**src/rtl/stream_demux.sv**
```systemverilog
// stream_demux: steers one valid/ready input stream into NCH one-entry output slots,
// by unicast or broadcast, and counts words addressed to nonexistent channels.
module stream_demux #(
  parameter int DW   = 32,
  parameter int NCH  = 8,
  parameter int SELW = 4,
  parameter int CNTW = 8
) (
  input  logic              clk,
  input  logic              rst_n,
  input  logic              en,
  input  logic              flush,
  input  logic              in_valid,
  output logic              in_ready,
  input  logic [DW-1:0]     in_data,
  input  logic [SELW-1:0]   in_sel,
  input  logic              in_bcast,
  output logic [NCH-1:0]    out_valid,
  input  logic [NCH-1:0]    out_ready,
  output logic [NCH*DW-1:0] out_data,
  output logic [CNTW-1:0]   drop_cnt
);

  logic [NCH-1:0]    r_valid;
  logic [NCH*DW-1:0] r_data;
  logic [CNTW-1:0]   r_drop_cnt;

  logic [NCH-1:0]    w_free;
  logic [NCH-1:0]    w_drain;
  logic [NCH-1:0]    w_sel_hit;
  logic [NCH-1:0]    w_load;
  logic              w_in_range;
  logic              w_sel_free;
  logic              w_ready;
  logic              w_accept;
  logic              w_drop;

  // Decode in_sel without indexing past NCH; no hit means out of range.
  always_comb begin
    w_sel_hit = '0;
    for (int k = 0; k < NCH; k++) begin
      if (in_sel == SELW'(k)) begin
        w_sel_hit[k] = 1'b1;
      end else begin
        w_sel_hit[k] = 1'b0;
      end
    end
  end

  assign w_free     = ~r_valid | out_ready;
  assign w_drain    = r_valid & out_ready;
  assign w_in_range = |w_sel_hit;
  assign w_sel_free = |(w_sel_hit & w_free);

  always_comb begin
    w_ready = 1'b0;
    if (flush || !en) begin
      w_ready = 1'b0;
    end else if (in_bcast) begin
      w_ready = &w_free;
    end else if (!w_in_range) begin
      w_ready = 1'b1;
    end else begin
      w_ready = w_sel_free;
    end
  end

  assign w_accept = in_valid & w_ready;
  assign w_load   = {NCH{w_accept}} & ({NCH{in_bcast}} | w_sel_hit);
  assign w_drop   = w_accept & ~in_bcast & ~w_in_range;

  // Slot update: flush beats load beats drain, so load+drain keeps the slot full.
  always_ff @(posedge clk or negedge rst_n) begin
    if (!rst_n) begin
      r_valid <= '0;
      r_data  <= '0;
    end else begin
      for (int k = 0; k < NCH; k++) begin
        if (flush) begin
          r_valid[k] <= 1'b0;
        end else if (w_load[k]) begin
          r_valid[k]          <= 1'b1;
          r_data[k*DW +: DW]  <= in_data;
        end else if (w_drain[k]) begin
          r_valid[k] <= 1'b0;
        end else begin
          r_valid[k] <= r_valid[k];
        end
      end
    end
  end

  always_ff @(posedge clk or negedge rst_n) begin
    if (!rst_n) begin
      r_drop_cnt <= '0;
    end else if (w_drop && (r_drop_cnt != {CNTW{1'b1}})) begin
      r_drop_cnt <= r_drop_cnt + CNTW'(1);
    end else begin
      r_drop_cnt <= r_drop_cnt;
    end
  end

  assign in_ready  = w_ready;
  assign out_valid = r_valid;
  assign out_data  = r_data;
  assign drop_cnt  = r_drop_cnt;

endmodule

```
**config.mk**
```make
export PLATFORM = sky130hd
export DESIGN_NAME = stream_demux
export DESIGN_NICKNAME = d
export VERILOG_FILES = /design/src/rtl/stream_demux.sv
export SDC_FILE = /design/constraint.sdc
export NUM_CORES = 1
export LEC_CHECK = 0
export ABC_AREA = 0
export CORE_MARGIN = 5
export CORE_UTILIZATION = 36
export DETAILED_ROUTE_END_ITERATION = 7
export PLACE_DENSITY_LB_ADDON = 0.12
export SETUP_SLACK_MARGIN = 0.4
export SLEW_MARGIN = 40
export SYNTH_ARGS = -nofsm -noshare
export SYNTH_HDL_FRONTEND = slang
export SYNTH_SLANG_ARGS = --single-unit
```
**constraint.sdc**
```tcl
create_clock -name clk -period 5.3 [get_ports clk]
set_input_delay 1.59 -clock clk [delete_from_list [all_inputs] [get_ports clk]]
set_output_delay 1.59 -clock clk [all_outputs]
set_load 0.05 [all_outputs]
```
### Power grid

Bar = 50 µm. Pins as bars on the die edge. Tap cells in gray.
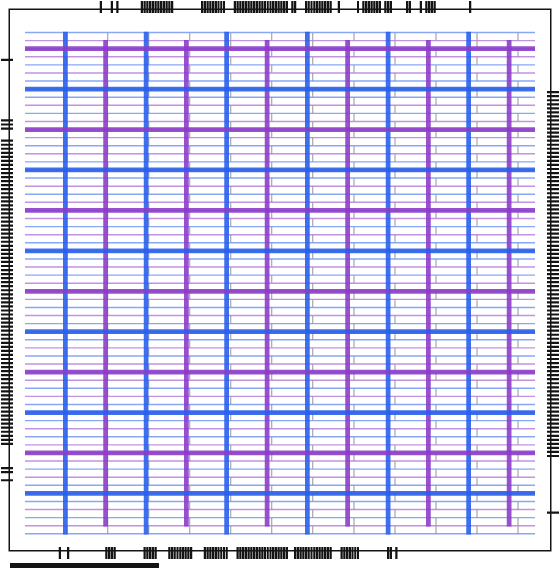
VDD: marked purple. VSS: marked blue.
323 signal pins sit on the boundary. 384 tap cells. 63 met1 rails follow the rows. The core has 62 rows.

### Placement by cell class

Bar = 50 µm.
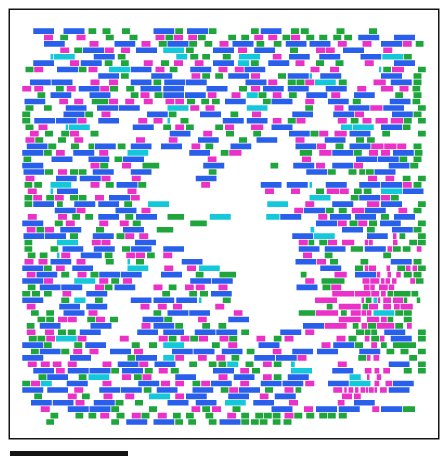
remaining buffers and delay cells: marked green, cells 350, share of their area 24%. sequential cells: marked blue, cells 272, share of their area 45%. remaining logic cells: marked magenta, cells 331, share of their area 24%. clock drivers and dummy loads: marked cyan, cells 53, share of their area 6.3%.

### Clock network drawn from the DEF

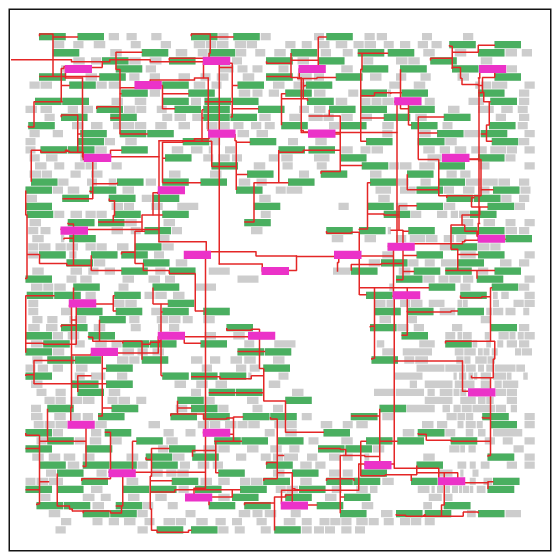
clock-net drivers: marked magenta, count 30. clock wires: marked red, length 3720 µm. flip-flops: marked green, count 272.
Position of the flops: widely spread.

### Signal wires by layer

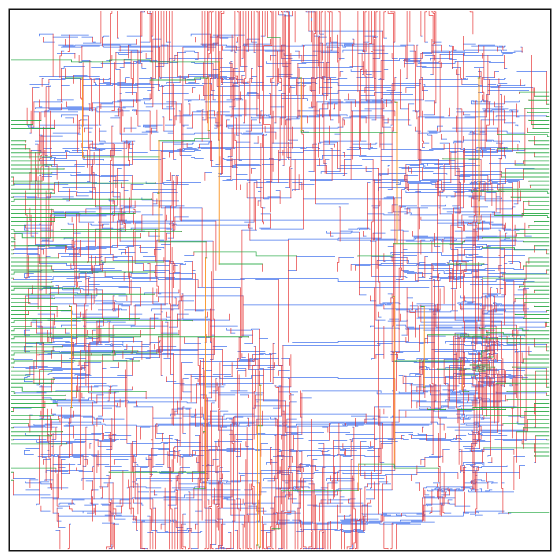
M1: marked blue, wire length 13100 µm. M3: marked green, wire length 2990 µm. M4: marked orange, wire length 569 µm. M2: marked red, wire length 13700 µm.

==> results.txt <==
Physical implementation status

Per the run summary, max-cap violations total 0. The layout summary lists the proportion of cells stronger than drive strength 1 as roughly a third. The area growth from synthesis to layout is 45.6%. For this run, the chip area from Yosys synthesis comes to roughly 0.011 mm². After detailed routing, the number of remaining DRC violations is 0. TritonCTS built the clock tree.

The final-layout fill cell count stands at roughly 2400. After global routing the overflow that remains totals 0. The width of the chip stands at approximately 180 µm. Counting every instance in the synthesized netlist gives 631.

Input and output buffers added on the ports amount to between 300 and 400. After layout, the minimum clock period comes to 4800 ps. Row generation in the floorplan step produced between 60 and 70 rows. The average size of a mapped cell stands at around 17 µm².

The worst path uses 90.6% of the clock period. The total die area stands at 0.0330 mm². Setup repair after global routing left no endpoint under its margin. On the reported timing paths, the clock transition at the registers reads approximately 60 ps.

The via count of the first global-routing pass stands at 7101. The worst endpoint data arrival time stands at about 3200 ps. The vertical die dimension stands at approximately 180 µm. The number of clock sinks seen by CTS stands at approximately 270. The worst slack after detailed placement stands at ~230 ps. The number of nets handed over by synthesis was between 600 and 700. The global-route wire length before repair stands at roughly 47000 µm. The standby leakage power stands at ~6.7 nW.

The share of the yosys chip area belonging to registers stands at roughly 64%. The number of detailed-routing iterations run before antenna repair stands at 4. The net count reported at finish stands at 1036.

The synthesis report gives the async set-or-reset register share as 100%. For reference, the most critical setup path is categorized as input port to primary output. VDD sags by at most ~0.00034 V. The run finished with clean final reports. STA classifies the critical path startpoint as an input port. The maximum fanout encountered on the critical timing path stands at 8.
-- cell families (layout without fill, tap and decap cells) --
group                    Yosys count  in the layout  share of synthesized area, %
adder cells (fa/ha/maj)            1              1                         0.118
flip-flops                       272            272                          64.2
AND-OR/OR-AND                     23             23                          1.91
buffers and inverters             29            404                          2.56
multiplexers                     258            258                          28.0
AND/OR/NAND/NOR                   42             42                          2.77
XOR/XNOR                           6              6                         0.495
-- Yosys cell counts (2+ instances only) --
cell / n / area [µm²]
buf_4: 7 / 52.6
mux2_4: 17 / 255
nor3_1: 2 / 10.0
nand2b_1: 9 / 56.3
mux2_2: 239 / 2690
nand4_1: 6 / 37.5
dfrtp_1: 272 / 6810
and2_1: 2 / 12.5
buf_6: 18 / 203
nand3b_1: 2 / 15.0
nor2b_1: 4 / 25.0
xnor2_1: 6 / 52.6
nor4b_1: 2 / 17.5
o21ai_0: 7 / 35.0
o2111ai_2: 6 / 90.1
nand2_1: 4 / 15.0
o21a_1: 2 / 15.0
clkbuf_1: 2 / 7.51
mux2_1: 2 / 22.5
-- path summary, 6_finish.rpt --
kind                                          start                   endpoint  slack (ps)  cells past startpoint
hold reg to reg            out_data[93]$_DFFE_PN0P_   out_data[93]$_DFFE_PN0P_         490                      1
setup reg to reg           out_valid[3]$_DFFE_PN0P_   out_data[92]$_DFFE_PN0P_        2480                      8
setup / recovery                          in_sel[0]                   in_ready         500                      7
hold / removal             out_data[93]$_DFFE_PN0P_   out_data[93]$_DFFE_PN0P_         490                      1
min in group asynchronous                     rst_n    drop_cnt[4]$_DFFE_PN0P_         890                      1
max in group asynchronous                     rst_n  out_data[152]$_DFFE_PN0P_        3330                      3
-- flip-flops by register name, indices dropped and copies added, names as in the netlist --
| name | cells |
|---|---|
| out_data | 256 |
| drop_cnt | 8 |
| out_valid | 8 |
-- what timing repair did --
action,CTS,global route
buffers inserted,2,0
resized,9,6
endpoints found under the setup margin,1,1
-- layout make-up --
cell class | count | area (µm²) | area share (%)
Clock inverter | 4 | 31.3 | 0.202
Clock buffer | 49 | 912 | 5.90
Timing Repair Buffer | 350 | 3580 | 23.2
Inverter | 1 | 3.75 | 0.0243
Multi-Input combinational cell | 330 | 3640 | 23.5
Tap cell | 384 | 480 | 3.11
Sequential cell | 272 | 6810 | 44.1
-- power breakdown --
| part | total (mW) | switching, mW | internal, mW |
|---|---|---|---|
| combinational | 3.91 | 2.56 | 1.36 |
| sequential | 2.90 | 0.275 | 2.62 |
| clock | 1.99 | 0.826 | 1.16 |
| total | 8.80 | 3.66 | 5.14 |
-- stage by stage --
step                cells  cell area [µm²]  utilization, %  hold WS (ps)
global placement     1331            14400            49.7           477
global route         1390            15500            53.4           508
finish               1390            15500            53.4           491
floorplan             631            10600               -           796
detailed placement   1334            14400            49.9           480
CTS                  1389            15400            53.3           494
-- layer usage --
metal,GRT usage (%),vias to the layer above,wire length [µm]
li1,-,2985,-
met1,24.2,3436,13100
met2,27.8,245,13700
met3,6.90,40,2990
met4,3.84,0,569
met5,0,-,0
-- critical path: stages --
cell and delay, ps:
clkdlybuf4s15_1 350, and4bb_2 300, a32oi_1 170, a21boi_2 250
and4_2 320, nor3_2 70, buf_12 150
Power and IR drop assume default switching activity.
